`config.mk`:
```
export PLATFORM = sky130hd
export DESIGN_NAME = sao_stat_accum_flat
export DESIGN_NICKNAME = d
export VERILOG_FILES = /design/src/rtl/sao_stat_accum_if.sv /design/src/rtl/sao_stat_accum.sv /design/src/flat_wrapper.sv
export SDC_FILE = /design/constraint.sdc
export NUM_CORES = 2
export LEC_CHECK = 0
export ABC_AREA = 1
export CAP_MARGIN = 5
export CORE_MARGIN = 3
export CORE_UTILIZATION = 45
export CTS_CLUSTER_DIAMETER = 150
export CTS_CLUSTER_SIZE = 14
export DETAILED_ROUTE_END_ITERATION = 16
export PLACE_DENSITY = 0.71
export SETUP_SLACK_MARGIN = 0.3
export SYNTH_ARGS = -nofsm -noshare
export SYNTH_HDL_FRONTEND = slang
export SYNTH_SLANG_ARGS = --single-unit
```
`constraint.sdc`:
```
create_clock -name clk -period 31.6 [get_ports clk]
set_input_delay 6.32 -clock clk [delete_from_list [all_inputs] [get_ports clk]]
set_output_delay 6.32 -clock clk [all_outputs]
set_load 0.01 [all_outputs]
```
`src/rtl/sao_stat_accum_if.sv`:
```
// rtl/sao_stat_accum_if.sv - pixel input and bin output bundle for sao_stat_accum
interface sao_stat_accum_if #(
  parameter int num_pix_CTU_log2 = 5,
  parameter int diff_clip_bit    = 4,
  parameter int num_CTU          = 2 * num_pix_CTU_log2 - 1,
  parameter int sum_CTU_len      = num_CTU + diff_clip_bit,
  parameter int state_len        = 6
);
  logic                    pix_valid;
  logic signed [8:0]       diff;
  logic [3:0][2:0]         eo_cat;
  logic [4:0]              bo_band;
  logic                    ctu_end;
  logic                    out_ready;
  logic                    out_valid;
  logic [state_len-1:0]    out_idx;
  logic [num_CTU:0]        num_blk_CTU;
  logic signed [sum_CTU_len:0] sum_blk_CTU;

  modport master (
    output pix_valid, diff, eo_cat, bo_band, ctu_end, out_ready,
    input  out_valid, out_idx, num_blk_CTU, sum_blk_CTU
  );

  modport slave (
    input  pix_valid, diff, eo_cat, bo_band, ctu_end, out_ready,
    output out_valid, out_idx, num_blk_CTU, sum_blk_CTU
  );
endinterface

```
`src/rtl/sao_stat_accum.sv`:
```
// rtl/sao_stat_accum.sv - per-CTU SAO edge/band offset statistics, drained bin by bin
module sao_stat_accum #(
  parameter int num_pix_CTU_log2 = 5,
  parameter int diff_clip_bit    = 4,
  parameter int num_CTU          = 2 * num_pix_CTU_log2 - 1,
  parameter int sum_CTU_len      = num_CTU + diff_clip_bit,
  parameter int state_len        = 6
) (
  input  logic             clk,
  input  logic             rst,
  input  logic             start,
  sao_stat_accum_if.slave  bus,
  output logic             busy,
  output logic             done
);
  localparam int num_bins = 48;
  localparam int cw = num_CTU + 1;
  localparam int sw = sum_CTU_len + 1;
  localparam int dw = diff_clip_bit + 1;
  localparam logic signed [8:0] clip_hi = 9'((1 << diff_clip_bit) - 1);
  localparam logic signed [8:0] clip_lo = 9'(-(1 << diff_clip_bit));
  localparam logic [state_len-1:0] last_idx = state_len'(num_bins - 1);
  localparam logic [cw-1:0] cnt_max = '1;
  localparam logic signed [sw-1:0] sum_max = {1'b0, {(sw-1){1'b1}}};
  localparam logic signed [sw-1:0] sum_min = {1'b1, {(sw-1){1'b0}}};

  typedef enum logic [1:0] {IDLE, ACCUM, FLUSH, DRAIN} state_t;

  state_t                state, state_nxt;
  logic [state_len-1:0]  idx;
  logic                  p_valid;
  logic signed [dw-1:0]  p_diff;
  logic [3:0][2:0]       p_cat;
  logic [4:0]            p_band;
  logic signed [dw-1:0]  diff_clip;
  logic signed [sw:0]    diff_ext;
  logic [num_bins-1:0]   bin_hit;
  logic [cw-1:0]         cnt_q   [num_bins];
  logic signed [sw-1:0]  sum_q   [num_bins];
  logic [cw-1:0]         cnt_nxt [num_bins];
  logic signed [sw-1:0]  sum_nxt [num_bins];
  logic signed [sw:0]    sum_ext [num_bins];
  logic                  accept, clear_bins, last_beat;

  assign accept     = (state == ACCUM) && bus.pix_valid;
  assign clear_bins = (state == IDLE) && start;
  assign last_beat  = (state == DRAIN) && bus.out_ready && (idx == last_idx);

  always_ff @(posedge clk) begin
    if (rst) state <= IDLE;
    else     state <= state_nxt;
  end

  always_comb begin
    state_nxt = state;
    case (state)
      IDLE:    if (start)       state_nxt = ACCUM;
      ACCUM:   if (bus.ctu_end) state_nxt = FLUSH;
      FLUSH:                    state_nxt = DRAIN;
      DRAIN:   if (last_beat)   state_nxt = IDLE;
      default:                  state_nxt = IDLE;
    endcase
  end

  always_comb begin
    busy            = (state == ACCUM) || (state == DRAIN);
    bus.out_valid   = 1'b0;
    bus.out_idx     = '0;
    bus.num_blk_CTU = '0;
    bus.sum_blk_CTU = '0;
    if (state == DRAIN) begin
      bus.out_valid   = 1'b1;
      bus.out_idx     = idx;
      bus.num_blk_CTU = cnt_q[idx];
      bus.sum_blk_CTU = sum_q[idx];
    end
  end

  always_comb begin
    diff_clip = bus.diff[dw-1:0];
    if (bus.diff > clip_hi)      diff_clip = {1'b0, {diff_clip_bit{1'b1}}};
    else if (bus.diff < clip_lo) diff_clip = {1'b1, {diff_clip_bit{1'b0}}};
  end

  // One register stage between the pixel ports and the bin adders; FLUSH drains it.
  always_ff @(posedge clk) begin
    if (rst) begin
      p_valid <= 1'b0;
      p_diff  <= '0;
      p_cat   <= '0;
      p_band  <= '0;
    end else begin
      p_valid <= accept;
      if (accept) begin
        p_diff <= diff_clip;
        p_cat  <= bus.eo_cat;
        p_band <= bus.bo_band;
      end
    end
  end

  assign diff_ext = {{(sw + 1 - dw){p_diff[dw-1]}}, p_diff};

  // Each EO class and the band index select distinct bins, so one pixel hits up to five.
  always_comb begin
    bin_hit = '0;
    for (int i = 0; i < 16; i++)
      bin_hit[i] = p_valid && (p_cat[i/4] == 3'(i % 4 + 1));
    for (int i = 16; i < num_bins; i++)
      bin_hit[i] = p_valid && (p_band == 5'(i - 16));
  end

  always_comb begin
    for (int i = 0; i < num_bins; i++) begin
      sum_ext[i] = {sum_q[i][sw-1], sum_q[i]} + diff_ext;
      if (sum_ext[i][sw] != sum_ext[i][sw-1])
        sum_nxt[i] = sum_ext[i][sw] ? sum_min : sum_max;
      else
        sum_nxt[i] = sum_ext[i][sw-1:0];
      cnt_nxt[i] = (cnt_q[i] == cnt_max) ? cnt_q[i] : cnt_q[i] + cw'(1);
    end
  end

  always_ff @(posedge clk) begin
    if (rst || clear_bins) begin
      for (int i = 0; i < num_bins; i++) begin
        cnt_q[i] <= '0;
        sum_q[i] <= '0;
      end
    end else begin
      for (int i = 0; i < num_bins; i++) begin
        if (bin_hit[i]) begin
          cnt_q[i] <= cnt_nxt[i];
          sum_q[i] <= sum_nxt[i];
        end
      end
    end
  end

  always_ff @(posedge clk) begin
    if (rst) begin
      idx  <= '0;
      done <= 1'b0;
    end else begin
      done <= last_beat;
      if (state != DRAIN)     idx <= '0;
      else if (bus.out_ready) idx <= idx + state_len'(1);
    end
  end
endmodule

```
`src/flat_wrapper.sv`:
```
// flat-port wrapper written by rule: the top's interface ports become plain ports
module sao_stat_accum_flat 
#(
  parameter int num_pix_CTU_log2 = 5,
  parameter int diff_clip_bit    = 4,
  parameter int num_CTU          = 2 * num_pix_CTU_log2 - 1,
  parameter int sum_CTU_len      = num_CTU + diff_clip_bit,
  parameter int state_len        = 6
)
  (clk, rst, start, busy, done, bus_pix_valid, bus_diff, bus_eo_cat, bus_bo_band, bus_ctu_end, bus_out_ready, bus_out_valid, bus_out_idx, bus_num_blk_CTU, bus_sum_blk_CTU);
  sao_stat_accum_if #(.num_pix_CTU_log2(num_pix_CTU_log2), .diff_clip_bit(diff_clip_bit), .num_CTU(num_CTU), .sum_CTU_len(sum_CTU_len), .state_len(state_len)) bus_i ();
  input  logic clk;
  input  logic rst;
  input  logic start;
  output logic busy;
  output logic done;
  input wire logic [$bits(bus_i.pix_valid)-1:0] bus_pix_valid;
  input wire logic [$bits(bus_i.diff)-1:0] bus_diff;
  input wire logic [$bits(bus_i.eo_cat)-1:0] bus_eo_cat;
  input wire logic [$bits(bus_i.bo_band)-1:0] bus_bo_band;
  input wire logic [$bits(bus_i.ctu_end)-1:0] bus_ctu_end;
  input wire logic [$bits(bus_i.out_ready)-1:0] bus_out_ready;
  output wire logic [$bits(bus_i.out_valid)-1:0] bus_out_valid;
  output wire logic [$bits(bus_i.out_idx)-1:0] bus_out_idx;
  output wire logic [$bits(bus_i.num_blk_CTU)-1:0] bus_num_blk_CTU;
  output wire logic [$bits(bus_i.sum_blk_CTU)-1:0] bus_sum_blk_CTU;
  assign bus_i.pix_valid = bus_pix_valid;
  assign bus_i.diff = bus_diff;
  assign bus_i.eo_cat = bus_eo_cat;
  assign bus_i.bo_band = bus_bo_band;
  assign bus_i.ctu_end = bus_ctu_end;
  assign bus_i.out_ready = bus_out_ready;
  assign bus_out_valid = bus_i.out_valid;
  assign bus_out_idx = bus_i.out_idx;
  assign bus_num_blk_CTU = bus_i.num_blk_CTU;
  assign bus_sum_blk_CTU = bus_i.sum_blk_CTU;
  sao_stat_accum #(.num_pix_CTU_log2(num_pix_CTU_log2), .diff_clip_bit(diff_clip_bit), .num_CTU(num_CTU), .sum_CTU_len(sum_CTU_len), .state_len(state_len)) u_core (.clk(clk), .rst(rst), .start(start), .bus(bus_i), .busy(busy), .done(done));
endmodule
```
**Metal 3**

(1 px per um)
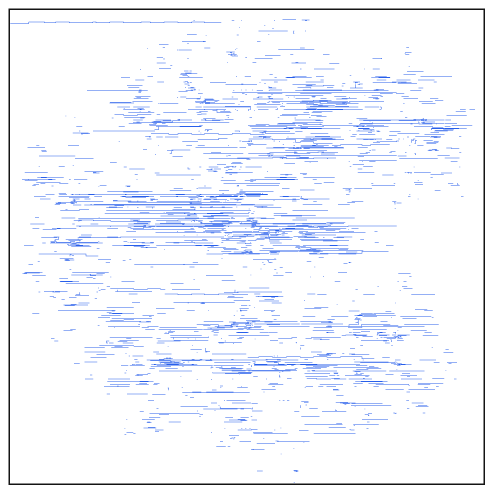
main direction = horizontal
longest straight run = 178 um
share of all routed wire = 7.6%

**Cell classes on the final placement**

(1 px per um) Fill, decap, tap and diode cells in gray.
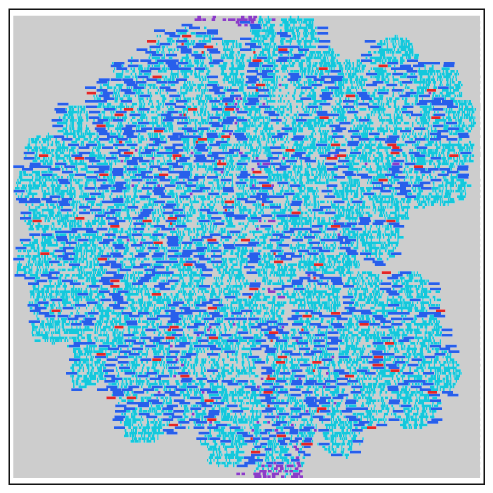
blue -> flops  # cells 1,190
cyan -> combinational and other logic  # cells 11,677
purple -> other buffers and delay cells  # cells 132
red -> clock drivers and dummy loads  # cells 123
Core Area: 216,000 um2
Std-Cell Rows: 170
final core utilization: 0.479
flop share of the area: 0.342

==> out/qor.yml <==
status: "finished clean"
antenna_left: 0
avgSynthCellArea_um2: 7.40
min_delay_worst_endpoint: "u_core.p_cat[7]$_SDFFE_PP0P_"
htree_levels: 3
critPathKind: "reg -> out"
grt_usage: 0.254
ys_area_um2: 98300
via_per_inst: 5.65
die_x_um: 473
fp_util: 0.456
dp_hpwl_mm: 218
cp.required_ns: 25.28
timing.setup.tns_ns: 0
cts_resized: 0
grt_antenna_before_repair: 9
arrival_ns: 6.77
path_cells: "buf_4 > buf_4 > buf_12 > buf_4 > a21oi_1 > o21ai_0 > nand3_1 > nand2_1 > nand2_1 > nand2_1 > nand2_1 > a21oi_1 > clkdlybuf4s50_1"
power_density_nw_per_um2: 62.7
drv_cap: 0
syn_inst: 13300
drc: 0
drtPass1Iterations: 7
hold_path_class: "reg -> reg"
hp-start: "u_core.p_cat[7]$_SDFFE_PP0P_"
pin_count: 65
max-vdd-ir-drop_mv: 0.0439
holdBufCountCts: 0
fmax_mhz: 76.4
die_h_um: 473
synthFlopType: "edfxtp_1"
ys_cells: 13300
crit_fanout: 180
cts_made_buffers: 94
cts_num_sinks: 1190
reg2reg_depth: 13
worst_setup_path_start_kind: "flip-flop"
port_buffers: 64
power_leakage_nw: 46.4
power_mw: 6.48
layout-drive-gt1-share: 0.0218
instances_no_fill: 16000
clk_latency_ns: 0.77
post_cts_buffers: 0
synth_warnings: 0
slew_violations: 0
post-route-period-util: 0.414
grt_max_degree: 181
r2r_end: "u_core.sum_q[47][5]$_SDFFCE_PP0P_"
warning_count: 51
yosysUniqueCellTypes: 51
overflow: 0
detail_route.wl_per_cell_um: 18.4
critPathBufInv: 5
setup_viol: 0
synth_nets: 14100
nNetsFinal: 13900
netlist_area_um2: 98300
slew_headroom: 0.176
synth-async-reset-ratio: 0
cp_slowest_cell: "a21oi_1"
grt_pass1_wl_mm: 459
cp_common_cell: "nand2_1"
skew_ns: 0.0334
cp-end-kind: "output port"
fin_crit_ns: 13.09
dp.cells: 15800
==> registers in the layout, summed over array words and instances (netlist names), named ones only <==
signal,count
u_core.sum_q,672
u_core.cnt_q,480
u_core.p_cat,12
u_core.idx,6
u_core.p_band,5
u_core.p_diff,5
u_core.state,2
u_core.done,1
u_core.p_valid,1
==> synth_stat cells (all sizes together), types with 69 or more instances <==
cell type / number / area (um2)
buf: 298 / 1990
edfxtp: 1152 / 34600
o21ai: 785 / 3930
ha: 726 / 9080
nand4: 117 / 732
or2: 90 / 563
nor3b: 69 / 518
xnor2: 218 / 1910
o211ai: 144 / 1080
a21oi: 1603 / 8060
xor2: 257 / 2250
nand2: 3376 / 12700
nand3: 978 / 4940
inv: 1229 / 4620
o21bai: 90 / 676
and2: 134 / 838
clkbuf: 122 / 460
nor2: 1493 / 5670
nor3: 140 / 706
==> layout make-up <==
type                       instances  area, um2
fill                           21200     113000
antenna                            5       12.5
tap                             2838       3550
timing repair buffer             132       1210
clock buffer                     118       2460
sequential                      1190      35400
clock inverter                     5       97.6
inverter                        1233       4670
multi-input combinational      10400      55900
==> kinds of logic after synthesis <==
logic type	Yosys count	share of synthesized area
DFF	1190	0.359
adders and majority gates	774	0.102
and+or+nand+nor	6483	0.278
buffers and inverters	1653	0.0721
AOI/OAI and AO/OA	2712	0.146
xor gates and xnor gates	475	0.0423
==> where the power goes <==
part	switching [mW]	total, mW	leakage (nW)	internal (mW)
Sequential	0.338	2.54	12.7	2.20
Clock	0.609	1.15	1.24	0.546
Combinational	1.87	2.79	32.5	0.914
Total	2.82	6.48	46.4	3.66
==> cell usage in the layout (no fill, tap or decap), types with 49 or more instances in the layout <==
| master | n |
|---|---|
| nand3b_1 | 51 |
| or2_0 | 49 |
| clkbuf_16 | 95 |
| xnor2_1 | 218 |
| nor3b_1 | 69 |
| nand2_1 | 3355 |
| a21oi_1 | 1592 |
| inv_1 | 1208 |
| nand3_1 | 968 |
| o21bai_1 | 90 |
| nor2_1 | 1477 |
| and2_1 | 134 |
| buf_4 | 63 |
| xor2_1 | 257 |
| clkdlybuf4s50_1 | 64 |
| nand4_1 | 117 |
| nor3_1 | 139 |
| edfxtp_1 | 1152 |
| o21ai_0 | 756 |
| o211ai_1 | 144 |
| ha_1 | 725 |
==> tightest hold or removal path, cell delays in order (launching register included) <==
cell and delay [ns]:
dfxtp_1 0.32, inv_1 0.07, a21oi_1 0.05
==> routing by layer <==
| metal | up-vias | GRT usage | wire length [um] |
|---|---|---|---|
| met5 | - | 0 | 29 |
| met4 | 4 | 0.112 | 14900 |
| met3 | 559 | 0.0365 | 22300 |
| met2 | 3313 | 0.402 | 130000 |
| met1 | 41600 | 0.346 | 128000 |
| li1 | 44700 | - | - |
==> stage by stage <==
| stage | util | setup WS, ns | hold slack (ns) | instance area [um2] |
|---|---|---|---|---|
| floorplan | - | 18.97 | 0.434 | 98300 |
| global placement | 0.467 | 19.36 | 0.484 | 101000 |
| detailed placement | 0.467 | 19.31 | 0.479 | 101000 |
| CTS | 0.479 | 18.47 | 0.489 | 103000 |
| global route | 0.479 | 18.24 | 0.538 | 103000 |
| finish | 0.479 | 18.51 | 0.488 | 103000 |
No activity file was given, so power comes from the tool's default toggle rates.
